--- src/rtl/fetch_unit.sv ---
// RV32I fetch stage: owns the PC, absorbs the 1-cycle RAM read latency, queues {pc, inst} for decode.
// Optional build macro FETCH_MISALIGN_EN adds out_misalign and halts fetch on misaligned redirects.
module fetch_unit #(
  parameter logic [31:0] RESET_PC = 32'h0000_0000,
  parameter int unsigned ADDR_W   = 14
) (
  input  logic              clk,
  input  logic              rst,
  output logic [ADDR_W-1:0] inst_addr,
  input  logic [31:0]       inst_in,
  input  logic              redirect,
  input  logic [31:0]       redirect_pc,
  output logic              out_valid,
  input  logic              out_ready,
  output logic [31:0]       out_pc,
  output logic [31:0]       out_inst
`ifdef FETCH_MISALIGN_EN
  ,
  output logic              out_misalign
`endif
);

`ifdef FETCH_MISALIGN_EN
  typedef struct packed {
    logic        mis;
    logic [31:0] pc;
    logic [31:0] inst;
  } entry_t;

  localparam logic [31:0] NOP_INST = 32'h0000_0013;
`else
  typedef struct packed {
    logic [31:0] pc;
    logic [31:0] inst;
  } entry_t;
`endif

  logic [31:0] pc_q, pc_d;
  logic        inflight_q, inflight_d;
  logic [31:0] inflight_pc_q, inflight_pc_d;
  logic [1:0]  count_q, count_d;
  entry_t      fifo_q [2];
  entry_t      fifo_d [2];

  logic        pop;
  logic        push;
  logic        slot;
  logic        issue;
  logic        wr_idx;
  logic [2:0]  occupancy;
  entry_t      push_entry;

`ifdef FETCH_MISALIGN_EN
  logic        inflight_mis_q, inflight_mis_d;
  logic        halt_q, halt_d;
  logic        pend_q, pend_d;
  logic        inject;
`else
  logic        unused_redirect_lsbs;
  assign unused_redirect_lsbs = ^redirect_pc[1:0];
`endif

  assign inst_addr = pc_q[ADDR_W-1:0];
  assign out_valid = (count_q != 2'd0) & ~redirect;
  assign out_pc    = fifo_q[0].pc;
  assign out_inst  = fifo_q[0].inst;
`ifdef FETCH_MISALIGN_EN
  assign out_misalign = fifo_q[0].mis;
`endif

  always_comb begin
    pop       = out_valid & out_ready;
    push      = inflight_q & ~redirect;
    // Words queued plus the one returning must still fit after this cycle's pop.
    occupancy = {2'b00, inflight_q} + {1'b0, count_q};
    slot      = ~redirect & (occupancy <= (3'd1 + {2'b00, pop}));
`ifdef FETCH_MISALIGN_EN
    issue     = slot & ~halt_q;
    inject    = slot & pend_q;
`else
    issue     = slot;
`endif

    pc_d          = pc_q;
    inflight_d    = 1'b0;
    inflight_pc_d = inflight_pc_q;
    if (redirect) begin
`ifdef FETCH_MISALIGN_EN
      pc_d = redirect_pc;
`else
      pc_d = {redirect_pc[31:2], 2'b00};
`endif
    end else if (issue) begin
      pc_d          = pc_q + 32'd4;
      inflight_d    = 1'b1;
      inflight_pc_d = pc_q;
    end
`ifdef FETCH_MISALIGN_EN
    else if (inject) begin
      // Synthetic entry rides the normal response path; RAM data is ignored.
      inflight_d    = 1'b1;
      inflight_pc_d = pc_q;
    end

    inflight_mis_d = inject;
    halt_d         = halt_q;
    pend_d         = pend_q;
    if (redirect) begin
      halt_d = |redirect_pc[1:0];
      pend_d = |redirect_pc[1:0];
    end else if (inject) begin
      pend_d = 1'b0;
    end
`endif

    push_entry.pc   = inflight_pc_q;
`ifdef FETCH_MISALIGN_EN
    push_entry.inst = inflight_mis_q ? NOP_INST : inst_in;
    push_entry.mis  = inflight_mis_q;
`else
    push_entry.inst = inst_in;
`endif

    fifo_d[0] = fifo_q[0];
    fifo_d[1] = fifo_q[1];
    count_d   = count_q;
    // Tail slot after an optional pop: shift happens first, then the push lands behind it.
    wr_idx    = count_q[1] | (count_q[0] & ~pop);
    if (redirect) begin
      count_d = 2'd0;
    end else begin
      if (pop) begin
        fifo_d[0] = fifo_q[1];
      end
      if (push) begin
        fifo_d[wr_idx] = push_entry;
      end
      count_d = count_q + {1'b0, push} - {1'b0, pop};
    end
  end

  always_ff @(posedge clk or posedge rst) begin
    if (rst) begin
      pc_q          <= RESET_PC;
      inflight_q    <= 1'b0;
      inflight_pc_q <= '0;
      count_q       <= 2'd0;
      fifo_q[0]     <= '0;
      fifo_q[1]     <= '0;
`ifdef FETCH_MISALIGN_EN
      inflight_mis_q <= 1'b0;
      halt_q         <= 1'b0;
      pend_q         <= 1'b0;
`endif
    end else begin
      pc_q          <= pc_d;
      inflight_q    <= inflight_d;
      inflight_pc_q <= inflight_pc_d;
      count_q       <= count_d;
      fifo_q[0]     <= fifo_d[0];
      fifo_q[1]     <= fifo_d[1];
`ifdef FETCH_MISALIGN_EN
      inflight_mis_q <= inflight_mis_d;
      halt_q         <= halt_d;
      pend_q         <= pend_d;
`endif
    end
  end

endmodule

--- config.mk ---
export PLATFORM = sky130hd
export DESIGN_NAME = fetch_unit
export DESIGN_NICKNAME = d
export VERILOG_FILES = /design/src/rtl/fetch_unit.sv
export SDC_FILE = /design/constraint.sdc
export NUM_CORES = 1
export LEC_CHECK = 0
export ABC_CLOCK_PERIOD_IN_PS = 7000
export CORE_AREA = 8 8 144 146
export CTS_CLUSTER_SIZE = 30
export DETAILED_ROUTE_END_ITERATION = 7
export DIE_AREA = 0 0 152 154
export PLACE_DENSITY = 0.71
export SLEW_MARGIN = 30
export SYNTH_ARGS = -nofsm -noshare
export SYNTH_HDL_FRONTEND = slang
export SYNTH_SLANG_ARGS = --single-unit
--- constraint.sdc ---
create_clock -name clk -period 7 [get_ports clk]
set_input_delay 1.4 -clock clk [delete_from_list [all_inputs] [get_ports clk]]
set_output_delay 1.4 -clock clk [all_outputs]
set_load 0.02 [all_outputs]
Cell density map:
15 x 15 tiles, from dark blue (low) to red (high), 0 to 100% covered.
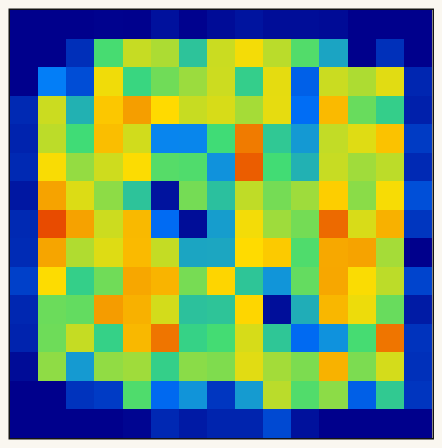
fullest tile: 92%
tiles over 75% full: 15%
mean over tiles: 44%
nearly empty tiles: 12%
FP Core Util: 47.9%
core area: 18500 um^2
final core occ: 56.9%

Routing congestion:
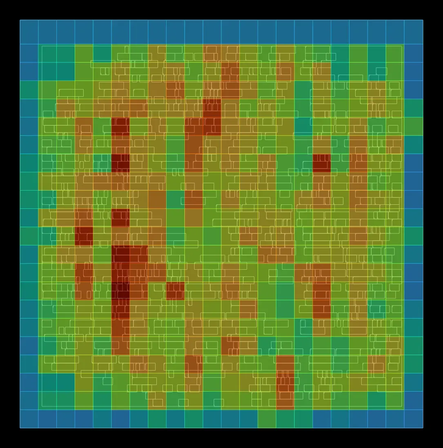
routed length per instance: 17.9 um
met3 Track Usage GR: 3.39%
met1 usage: 21.1%

==> flow_metrics.tcl <==
# implementation run metrics
set metrics [dict create \
    cts_sinks 189 \
    grt_pass1_vias 6084 \
    clockRootBuffer "clkbuf_16" \
    synthArstFlopShare_pct 100 \
    synth_chip_area_um2 8840 \
    hold_buffers 0 \
    setup_ws_ns 2.97 \
    use_met2_pct 28.3 \
    chipArea_um2 23400 \
    final_net_count 892 \
    slew_viol_final 0 \
    power.density_nw_per_um2 421 \
    worst_ep_arrival_time_ns 4.33 \
    postLayoutCellArea_um2 10500 \
    power_switching_mw 1.57 \
    cts.repair.resized 0 \
    comb_area_um2 3370 \
    syn_area_um2 8840 \
    drt_iter0_drc 214 \
    path_max_fanout 17 \
    numPortBuffers 142 \
    rows 50 \
    grt_max_degree 127 \
    numSynthFlops 189 \
    tightest_slew_ns 0.840 \
    start_kind "input port" \
    grt-ovfl-total 0 \
    cp_slowest_cell "o21a_1" \
    tns_ns 0 \
    finalClockPeriodUsage_pct 57.6 \
    syn_area_per_cell_um2 11.6 \
    yosysTopAreaCell "dfrtp_1" \
    ys_warn_count 0 \
    vdd_drop_max_mv 0.268 \
    setup_viol 0 \
    clkPwrFrac_pct 20.1 \
    sw_frac_of_total_pct 35.4 \
    crit_path_max_incr_delay_ns 0.70 \
    seq_power_share_pct 41.1 \
    run_status "finished, final reports clean" \
    warnings 31 \
    htree_levels 4 \
    die-width_um 152 \
    die_y_um 154 \
    maxSlewHeadroom_pct 44.0 \
    required_ns 7.30 \
    p_int_mw 2.86 \
    place_worst_setup_slack_ns 2.51 \
    min_path_type "register to register" \
    grt_pass1_wl_um 31400 \
    finalCriticalPeriod_ns 4.03 \
    drc_errors 0 \
    cp-end-kind "register" \
    edf_count 0 \
    top_usage_layer "met2" \
    wirelength_um 19100 \
    clock_latency_ns 0.42 \
    path_clk_slew_ns 0.07 \
    crit_buf_inv 2 \
    synth_top_area_share_pct 53.5 \
    antenna_left 0 \
    clk_path_buf_depth 2 \
    dp.cells 1030 \
    crit_chain "clkdlybuf4s50_1 > nand2_4 > fa_1 > nor3b_1 > o21a_1 > nor2_4 > buf_16 > mux2_2" \
    drt-pass1-iter-count 4 \
    dp_hpwl_um 12900 \
    synth.distinct_cells 37 \
    synthTopCellsByArea "dfrtp_1, mux2_2, mux2i_1, buf_4, o21ai_0" \
    rsz0062_at_grt "no" \
    viasPerCell 5.26 \
    cts_buffers 17 \
    placed_cell_area_um2 9900 \
    ff_type "dfrtp_1" \
    gp_congestion 0.748 \
    fill_cells 1556 \
    hold_viol 0 \
    cap_viol_max_count 0 \
    drive_gt1_share_pct 18.1 \
    cts_tree "yes" \
    combPwrFrac_pct 38.8 \
    syn2layout_area_growth_pct 18.8 \
    fin_skew_ns 0.00953 \
]
Gate-type map:
Bar = 50 um.
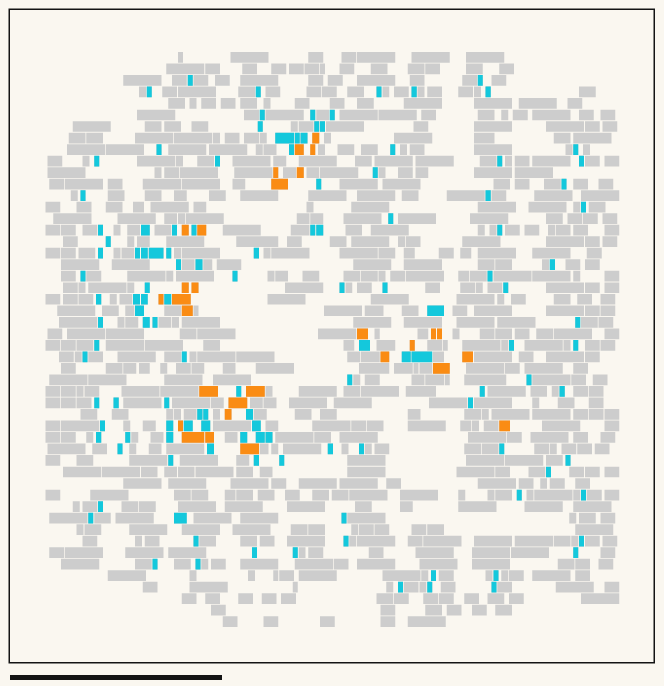
legend:
  orange:
    family: NOR gates
    cells: 29
    most_used: nor2_1
  cyan:
    family: NAND gates
    cells: 125
    most_used: nand2_1
    where: all over the die

Routed clock nets over the placement:
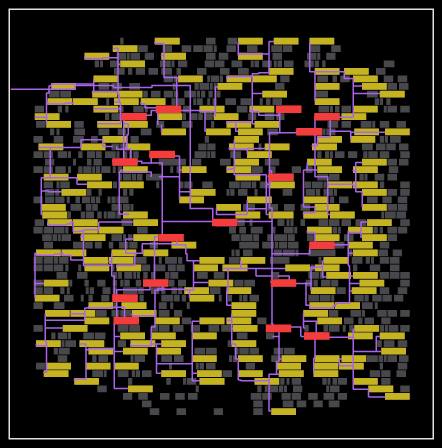
legend:
  purple:
    item: clock wires
    length: 2060 um
  red:
    item: cells driving clock nets
    count: 17
  yellow:
    item: flip-flops
    count: 189
routed clock nets: 18
flops lie: all over the die

[metrics by stage]
stage / hold WS [ns] / total power, mW
after floorplan: 0.464 / 3.09
after global placement: 0.477 / 3.44
after detailed placement: 0.493 / 3.57
after CTS: 0.508 / 4.47
after global routing: 0.514 / 4.71
final: 0.503 / 4.43
[power by group through the flow]
stage	sequential [mW]	clock, mW	combinational (mW)
after floorplan	1.74	0	1.35
after global placement	1.80	0	1.64
after detailed placement	1.84	0	1.72
after CTS	1.82	0.916	1.73
after global routing	1.88	0.965	1.86
final	1.82	0.890	1.72
[area by class of cell]
type	instances	area share (%)
Sequential cell	189	45.0
Inverter	8	0.357
Multi-Input combinational cell	452	32.1
Timing Repair Buffer	149	14.5
Clock buffer	18	4.18
Clock inverter	14	1.08
Tap cell	234	2.79
[Yosys cell counts (2+ instances only)]
| cell type | n |
|---|---|
| nand4_1 | 6 |
| clkbuf_1 | 23 |
| and4_1 | 3 |
| ha_1 | 6 |
| nand3_1 | 14 |
| nand2_1 | 99 |
| dfrtp_1 | 189 |
| nor3b_1 | 4 |
| inv_1 | 8 |
| mux2i_1 | 65 |
| nor4_1 | 4 |
| nor2_1 | 9 |
| xnor2_1 | 17 |
| buf_4 | 78 |
| xor2_1 | 14 |
| and3_1 | 2 |
| nand2b_1 | 2 |
| o21ai_1 | 4 |
| mux2_2 | 94 |
| o21ai_0 | 85 |
| buf_2 | 15 |
| nor4_2 | 4 |
| nor3_1 | 6 |
[cell usage in the layout, fill, tap and decap left out, types with 3 or more instances in the layout]
cell	count
mux2_2	94
xor2_1	14
nand3_1	14
o21ai_0	85
buf_4	3
ha_1	6
mux2i_1	65
dfrtp_1	189
inv_1	7
nor4_1	3
nor4_2	5
nor3b_1	4
clkinvlp_4	4
nor2_1	7
o21ai_1	3
inv_6	3
and4_1	3
nor3_1	6
nand4_1	6
xnor2_1	17
clkbuf_16	17
nand2_1	98
clkinv_2	3
clkinv_4	3
clkdlybuf4s50_1	141
[sequential cells by signal, summed over array words and instances, names as in the netlist]
register       cells
out_pc            32
fifo_q            62
count_q            2
inflight_pc_q     30
pc_q              30
inflight_q         1
out_inst          32
[worst reg2reg max path, cell delays in order, from the launching register on]
cell     delay [ns]
dfrtp_1        0.45
nor2_1         0.07
nor2_1         0.22
nand2_4        0.10
fa_1           0.53
nor3b_1        0.30
o21a_1         0.70
nor2_4         0.26
buf_16         0.25
mux2_2         0.28
[path summary, 6_finish.rpt]
check                                start           endpoint  slack (ns)  cells past startpoint
max in group asynchronous              rst       out_inst[31]        4.07                      3
worst max-delay path             out_ready  inflight_pc_q[24]        2.97                      8
worst min register to register  fifo_q[12]         fifo_q[12]        0.50                      1
worst max register to register  count_q[1]  inflight_pc_q[24]        3.72                      9
min in group asynchronous              rst       out_inst[16]        1.59                      2
worst min-delay path            fifo_q[12]         fifo_q[12]        0.50                      1
[cells by family after synthesis]
family | share of synthesized area (%)
mux | 19.3
fa+ha+maj | 1.08
xor+xnor | 3.07
other cells | 0.0424
compound gates | 5.21
simple gates | 8.87
flops | 53.5
buf+inv | 8.91
[routing by layer]
metal	routed length, um	share of wire, %
met1	8770	46
met2	9290	49
met3	749	3.9
met4	275	1.4
met5	0	0
No activity file was given, so power comes from the tool's default toggle rates.
